<file path="src/rtl/nexys2_display_arbiter.sv">
// nexys2_display_arbiter
// Shares the Nexys2 four-digit hex display between up to four requesters.
// Grant rotates round-robin with a programmable dwell time, and requester 0
// acts as an alert source that preempts on its rising edge. The selected
// source's value and decimal-point mask are driven out as registered nibbles.

module nexys2_display_arbiter #(
  parameter int unsigned DWELL = 12500000,
  parameter int unsigned CNT_W = 24
) (
  input  logic              clk,
  input  logic              rst,
  input  logic [3:0]        req,
  input  logic [15:0]       data0,
  input  logic [15:0]       data1,
  input  logic [15:0]       data2,
  input  logic [15:0]       data3,
  input  logic [3:0]        dpi0,
  input  logic [3:0]        dpi1,
  input  logic [3:0]        dpi2,
  input  logic [3:0]        dpi3,
  output logic [3:0]        grant,
  output logic [3:0]        seg0,
  output logic [3:0]        seg1,
  output logic [3:0]        seg2,
  output logic [3:0]        seg3,
  output logic [3:0]        dp,
  output logic              busy
);

  typedef enum logic {
    ST_IDLE = 1'b0,
    ST_SHOW = 1'b1
  } state_t;

  localparam logic [CNT_W-1:0] CNT_RELOAD = CNT_W'(DWELL - 1);
  localparam logic [CNT_W-1:0] CNT_ZERO   = {CNT_W{1'b0}};
  localparam logic [CNT_W-1:0] CNT_ONE    = CNT_W'(1);

  state_t           state_r;
  state_t           state_s;
  logic [CNT_W-1:0] cnt_r;
  logic [CNT_W-1:0] cnt_s;
  logic [1:0]       last_r;
  logic [1:0]       last_s;
  logic             req0_d_r;
  logic [1:0]       owner_s;
  logic [2:0]       pick_s;
  logic             rise0_s;
  logic             owned_s;
  logic [3:0]       grant_s;
  logic [15:0]      data_s;
  logic [3:0]       dpm_s;
  logic             busy_s;

  // Round-robin search: returns {found, index}; order is l+1, l+2, l+3, l.
  // Walking from the last candidate back to the first lets the earliest
  // requesting index in search order overwrite any later one.
  function automatic logic [2:0] rr_search(input logic [3:0] r, input logic [1:0] l);
    logic [2:0] res;
    logic [1:0] idx;
    res = 3'b000;
    for (int k = 4; k >= 1; k--) begin
      idx = l + 2'(k);
      res = r[idx] ? {1'b1, idx} : res;
    end
    return res;
  endfunction

  // State, dwell counter, round-robin pointer and alert edge detector.
  always_ff @(posedge clk) begin
    if (rst) begin
      state_r  <= ST_IDLE;
      cnt_r    <= CNT_ZERO;
      last_r   <= 2'd3;
      req0_d_r <= 1'b0;
    end else begin
      state_r  <= state_s;
      cnt_r    <= cnt_s;
      last_r   <= last_s;
      req0_d_r <= req[0];
    end
  end

  // Next-state logic: picks the owner for the coming cycle by event priority.
  always_comb begin
    state_s = state_r;
    cnt_s   = cnt_r;
    last_s  = last_r;
    owner_s = last_r;
    pick_s  = rr_search(req, last_r);
    rise0_s = req[0] & ~req0_d_r;
    owned_s = |(req & grant);
    case (state_r)
      ST_IDLE: begin
        if (pick_s[2]) begin
          state_s = ST_SHOW;
          cnt_s   = CNT_RELOAD;
          last_s  = pick_s[1:0];
          owner_s = pick_s[1:0];
        end else begin
          state_s = ST_IDLE;
          cnt_s   = CNT_ZERO;
        end
      end
      ST_SHOW: begin
        if (rise0_s && (grant != 4'b0001)) begin
          // Alert source takes over immediately on its rising edge.
          state_s = ST_SHOW;
          cnt_s   = CNT_RELOAD;
          last_s  = 2'd0;
          owner_s = 2'd0;
        end else if (!owned_s) begin
          // Owner released: hand over directly, or go idle if nobody waits.
          if (pick_s[2]) begin
            state_s = ST_SHOW;
            cnt_s   = CNT_RELOAD;
            last_s  = pick_s[1:0];
            owner_s = pick_s[1:0];
          end else begin
            state_s = ST_IDLE;
            cnt_s   = CNT_ZERO;
          end
        end else if (cnt_r == CNT_ZERO) begin
          // Dwell over. The owner is still requesting, so the search always
          // finds someone: another source if one waits, else the owner again.
          state_s = ST_SHOW;
          cnt_s   = CNT_RELOAD;
          last_s  = pick_s[1:0];
          owner_s = pick_s[1:0];
        end else begin
          state_s = ST_SHOW;
          cnt_s   = cnt_r - CNT_ONE;
        end
      end
      default: begin
        state_s = ST_IDLE;
        cnt_s   = CNT_ZERO;
        last_s  = 2'd3;
      end
    endcase
  end

  // Output decode: grant and display contents for the owner chosen above.
  always_comb begin
    grant_s = 4'b0000;
    data_s  = 16'h0000;
    dpm_s   = 4'b0000;
    busy_s  = 1'b0;
    if (state_s == ST_SHOW) begin
      grant_s = 4'b0001 << owner_s;
      busy_s  = 1'b1;
      case (owner_s)
        2'd0: begin data_s = data0; dpm_s = dpi0; end
        2'd1: begin data_s = data1; dpm_s = dpi1; end
        2'd2: begin data_s = data2; dpm_s = dpi2; end
        2'd3: begin data_s = data3; dpm_s = dpi3; end
        default: begin data_s = 16'h0000; dpm_s = 4'b0000; end
      endcase
    end else begin
      grant_s = 4'b0000;
      busy_s  = 1'b0;
    end
  end

  // Registered outputs so grant, digits, dp and busy all switch together.
  always_ff @(posedge clk) begin
    if (rst) begin
      grant <= 4'b0000;
      seg0  <= 4'h0;
      seg1  <= 4'h0;
      seg2  <= 4'h0;
      seg3  <= 4'h0;
      dp    <= 4'b0000;
      busy  <= 1'b0;
    end else begin
      grant <= grant_s;
      seg0  <= data_s[3:0];
      seg1  <= data_s[7:4];
      seg2  <= data_s[11:8];
      seg3  <= data_s[15:12];
      dp    <= dpm_s;
      busy  <= busy_s;
    end
  end

endmodule

</file>
<file path="config.mk">
export PLATFORM = sky130hd
export DESIGN_NAME = nexys2_display_arbiter
export DESIGN_NICKNAME = d
export VERILOG_FILES = /design/src/rtl/nexys2_display_arbiter.sv
export SDC_FILE = /design/constraint.sdc
export NUM_CORES = 1
export LEC_CHECK = 0
export ABC_AREA = 1
export CORE_MARGIN = 1
export CORE_UTILIZATION = 46
export CTS_BUF_LIST = sky130_fd_sc_hd__clkbuf_4 sky130_fd_sc_hd__clkbuf_8
export DETAILED_ROUTE_END_ITERATION = 12
export HOLD_SLACK_MARGIN = 0.12
export PLACE_DENSITY = 0.81
export SLEW_MARGIN = 25
export SYNTH_ARGS = -nofsm -noshare
export SYNTH_HDL_FRONTEND = slang
export SYNTH_SLANG_ARGS = --single-unit
</file>
<file path="constraint.sdc">
create_clock -name clk -period 5.1 [get_ports clk]
set_input_delay 1.02 -clock clk [delete_from_list [all_inputs] [get_ports clk]]
set_output_delay 1.02 -clock clk [all_outputs]
set_load 0.1 [all_outputs]
</file>
==> deck_impl_summary.md <==
Implementation Results

Global route
  – GR peak layer: met2
  – Vias in the first global route: 3,486
  – Congestion Overflow GR: 0
  – Initial antenna violation count: 0
  – Met2 Track Usage GR: 46.8%
  – Met3 Use GR: 6.35%
  – GR Layer Usage met1: 30.7%
  – Largest net degree at the start of global routing: 42
  – First-pass GRT wire length: 15,200 µm

Final timing
  – Max Slew Vio Count: 0
  – Max Freq: 282 MHz
  – Final Setup Violations: 0
  – Hold slack final: 0.485 ns
  – Final worst slack: 1.55 ns
  – Final min period: 3.55 ns
  – RSZ-0062 raised after global routing: no
  – TNS Setup: 0 ns
  – Worst-Margin Slew: 1.03 ns
  – Cycle use final: 69.6%
  – Clk_skew: 0.0111 ns
  – Final hold violation count: 0

Clock network
  – Clock transition at path regs: 0.11 ns
  – Clock Tree Buf Depth: 2
  – Post-CTS Setup Inserts: 0
  – H-tree depth: 2
  – CTS Sinks: 52
  – Post-CTS Resized: 0
  – Hold buffers post-CTS: 0
  – CTS Buf Count: 5
  – CTS Root Cell: clkbuf_8
  – CTS tree: done

Yosys
  – Yosys top cell by area: dfxtp_1
  – Mux area share: 0%
  – Yosys warning count: 0
  – Xor/xnor share: 2.72%
  – Synth Area per Inst: 6.39 µm²
  – Yosys reg bits: 52
  – Unique cell types: 36
  – EDFF count, synth: 0
  – Ys async rst share: 0%
  – Post-Synthesis Cell Area: 3220 µm²
  – Post-Syn Nets: 590
  – Cell area leaders: dfxtp_1, nand2_1, nand3_1, nor2_1, inv_1
  – And+or+nand+nor area frac: 44.0%
  – Mapped Cells: 503
  – Synth Area in Adders: 0.389%
  – Most common reg cell: dfxtp_1
  – Ys cells: 503
  – Top non-seq family: simple AND/OR/NAND/NOR gates
  – Synth top cell by count: nand2_1
  – Aoi share: 9.14%
  – Top cells by count: nand2_1, nor2_1, nand3_1
  – Yosys stat area: 3220 µm²
  – Register area share after synthesis: 32.4%
  – Synth top area share: 32.4%

Layout
  – Logic area: 1810 µm²
  – Share of layout cells above drive strength 1: 6.15%
  – Top reg by flops: cnt_r
  – Flops: 52
  – Area Overhead vs Synth: 36.0%
  – Buffering overhead: 25.2%
  – Final cell count without fillers: 682
  – Area fraction of clock buffers and clock inverters: 2.09%
  – CLK BUF: 5
  – Nets: 688
  – Post-layout util: 64.7%
  – Nonclk inv count: 59
  – Top class by area: multi-input combinational cells
  – Combinational share of cell area: 41.5%
  – Fill count: 627
  – Non-clk bufs: 110
  – Commonest non-fill, non-tap cell in the layout: nand2_1
  – N_diodes: 0
  – Number of logic gates: 373
  – Flip-flop count of the largest register after layout: 24
  – Top cells excl fill/tap: nand2_1, clkdlybuf4s50_1, nor2_1, nand3_1, inv_1
  – Register area: 1040 µm²

Placement
  – IO Port Bufs: 110
  – Placed cell area: 4280 µm²
  – GPL Wtd Cong: 0.899
  – Pre-CTS setup slack: 1.01 ns
  – Placed Cells: 674
  – Dpl hpwl: 6990 µm

Run
  – Max-Cap Viols: 0
  – Tool warnings: 26

Critical path
  – WP buf/inv: 4
  – Critical path depth: 18
  – R2R depth: 17
  – Critical Path Sink Type: register
  – Worst Setup EP: seg3[2]
  – Critical Setup Path Class: input port to register
  – Worst Path Required: 5.33 ns
  – CP max stage delay: 0.52 ns
  – Critical Path Start: req[1]
  – Crit path max fanout: 33
  – Critical path's slowest cell: nor2_4
  – Worst-path cell chain: clkdlybuf4s50_1 > inv_1 > nand2_1 > nand3_1 > nand2_1 > inv_1 > nand2_1 > nand2_1 > nand2_1 > nand3_2 > nand2_1 > nor2_2 > nor2_4 > nand3_4 > nor2_1 > nor2_1 > nand2_1 > inv_1
  – Reg2reg start: cnt_r[0]
  – Largest delay contributor family on the critical path: simple AND/OR/NAND/NOR gates
  – Reg2reg end: seg3[2]
  – CP most frequent cell: nand2_1
  – Worst R2R Setup Slack: 2.09 ns
  – Critical Path AT: 3.78 ns
  – Critical Path Source Type: input port

Power and ir drop
  – Pint: 1.33 mW
  – Pwr per Cell Area: 743 nW/µm²
  – Main power group: combinational logic
  – Logic pwr share: 71.9%
  – Reg power frac: 20.5%
  – Combinational Power: 2.34 mW
  – Leakage: 1.97 nW
  – NetSw: 1.92 mW
  – Tot Pwr: 3.25 mW
  – Switching share of power: 59.2%
  – P_seq: 0.667 mW
  – Clock power share: 7.6%

Worst hold path
  – Hold Path Stages: 2
  – HP Class: register to register
  – Hold path start: cnt_r[22]
  – Hold endpoint: cnt_r[22]

Drt
  – Drt pass-1 iters: 4
  – Via density: 5.31
  – DR iter-0 viols: 182
  – Met2 WL post-DR: 4520 µm
  – Max layer used: met4
  – Antenna-violating nets left: 0
  – # DRC: 0
  – Metal-1 WL: 3750 µm
  – Wire length on met3: 670 µm

Run status
  – Status: finished, final reports clean

Die
  – Tap Cells: 80
  – Floorplan utilization: 47.6%
  – Top Ports: 111
  – Die ar.: 7330 µm²
Fig. 1: PDN straps and rails
Bar = 20 µm. Pins as bars on the die edge.
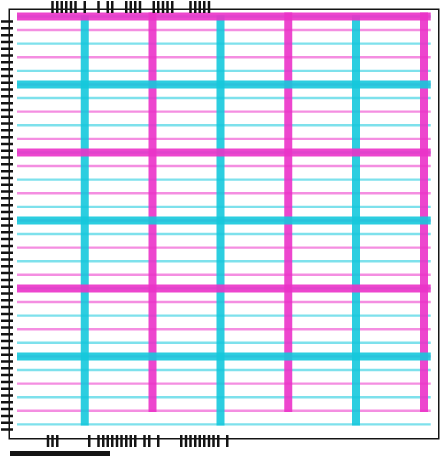
net	color
VSS	cyan
VDD	magenta
met4 straps	6
rows	30
met5 straps	6
met1 rails	31
signal pins	111
core footprint: 6760 µm²
Die W: 85.6 µm
VDD IR max: 0.368 mV

Fig. 2: cells colored by class
Bar = 20 µm.
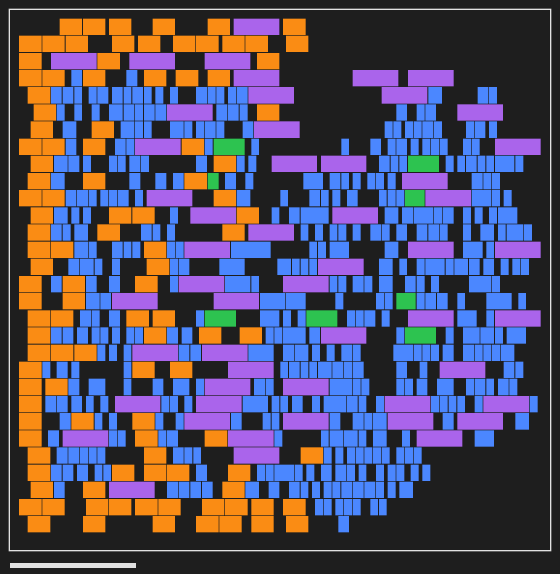
class	color	cells	share of their area
registers	purple	52	24%
remaining logic cells	blue	432	48%
clock drivers and dummy loads	green	8	2.1%
remaining buffers and delay cells	orange	110	26%
row count: 30
Seq/total area: 23.8%
design area: 4370 µm²

Fig. 3: clock distribution
Bar = 20 µm.
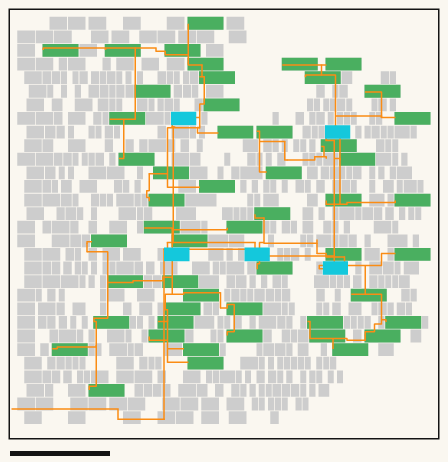
[flip-flops] green | count: 52
[clock-net drivers] cyan | count: 5
[clock wires] orange | length: 664 µm
flops lie	widely spread
routed clock nets	6
Latency at later pin: 0.32 ns
clock group power: 0.248 mW

Fig. 4: metal layers overlaid
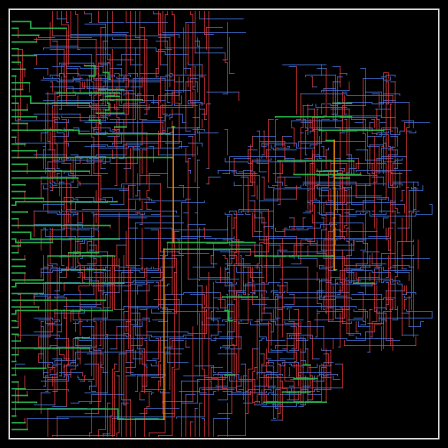
layer	color	wire length
M3	green	670 µm
M1	blue	3,750 µm
M2	red	4,520 µm
M4	orange	83.0 µm
WL final: 9030 µm
Total GRT Usage: 25.9%
total number of vias: 3,620
post-DR wirelength/cell: 13.2 µm

Power and IR drop assume default switching activity.
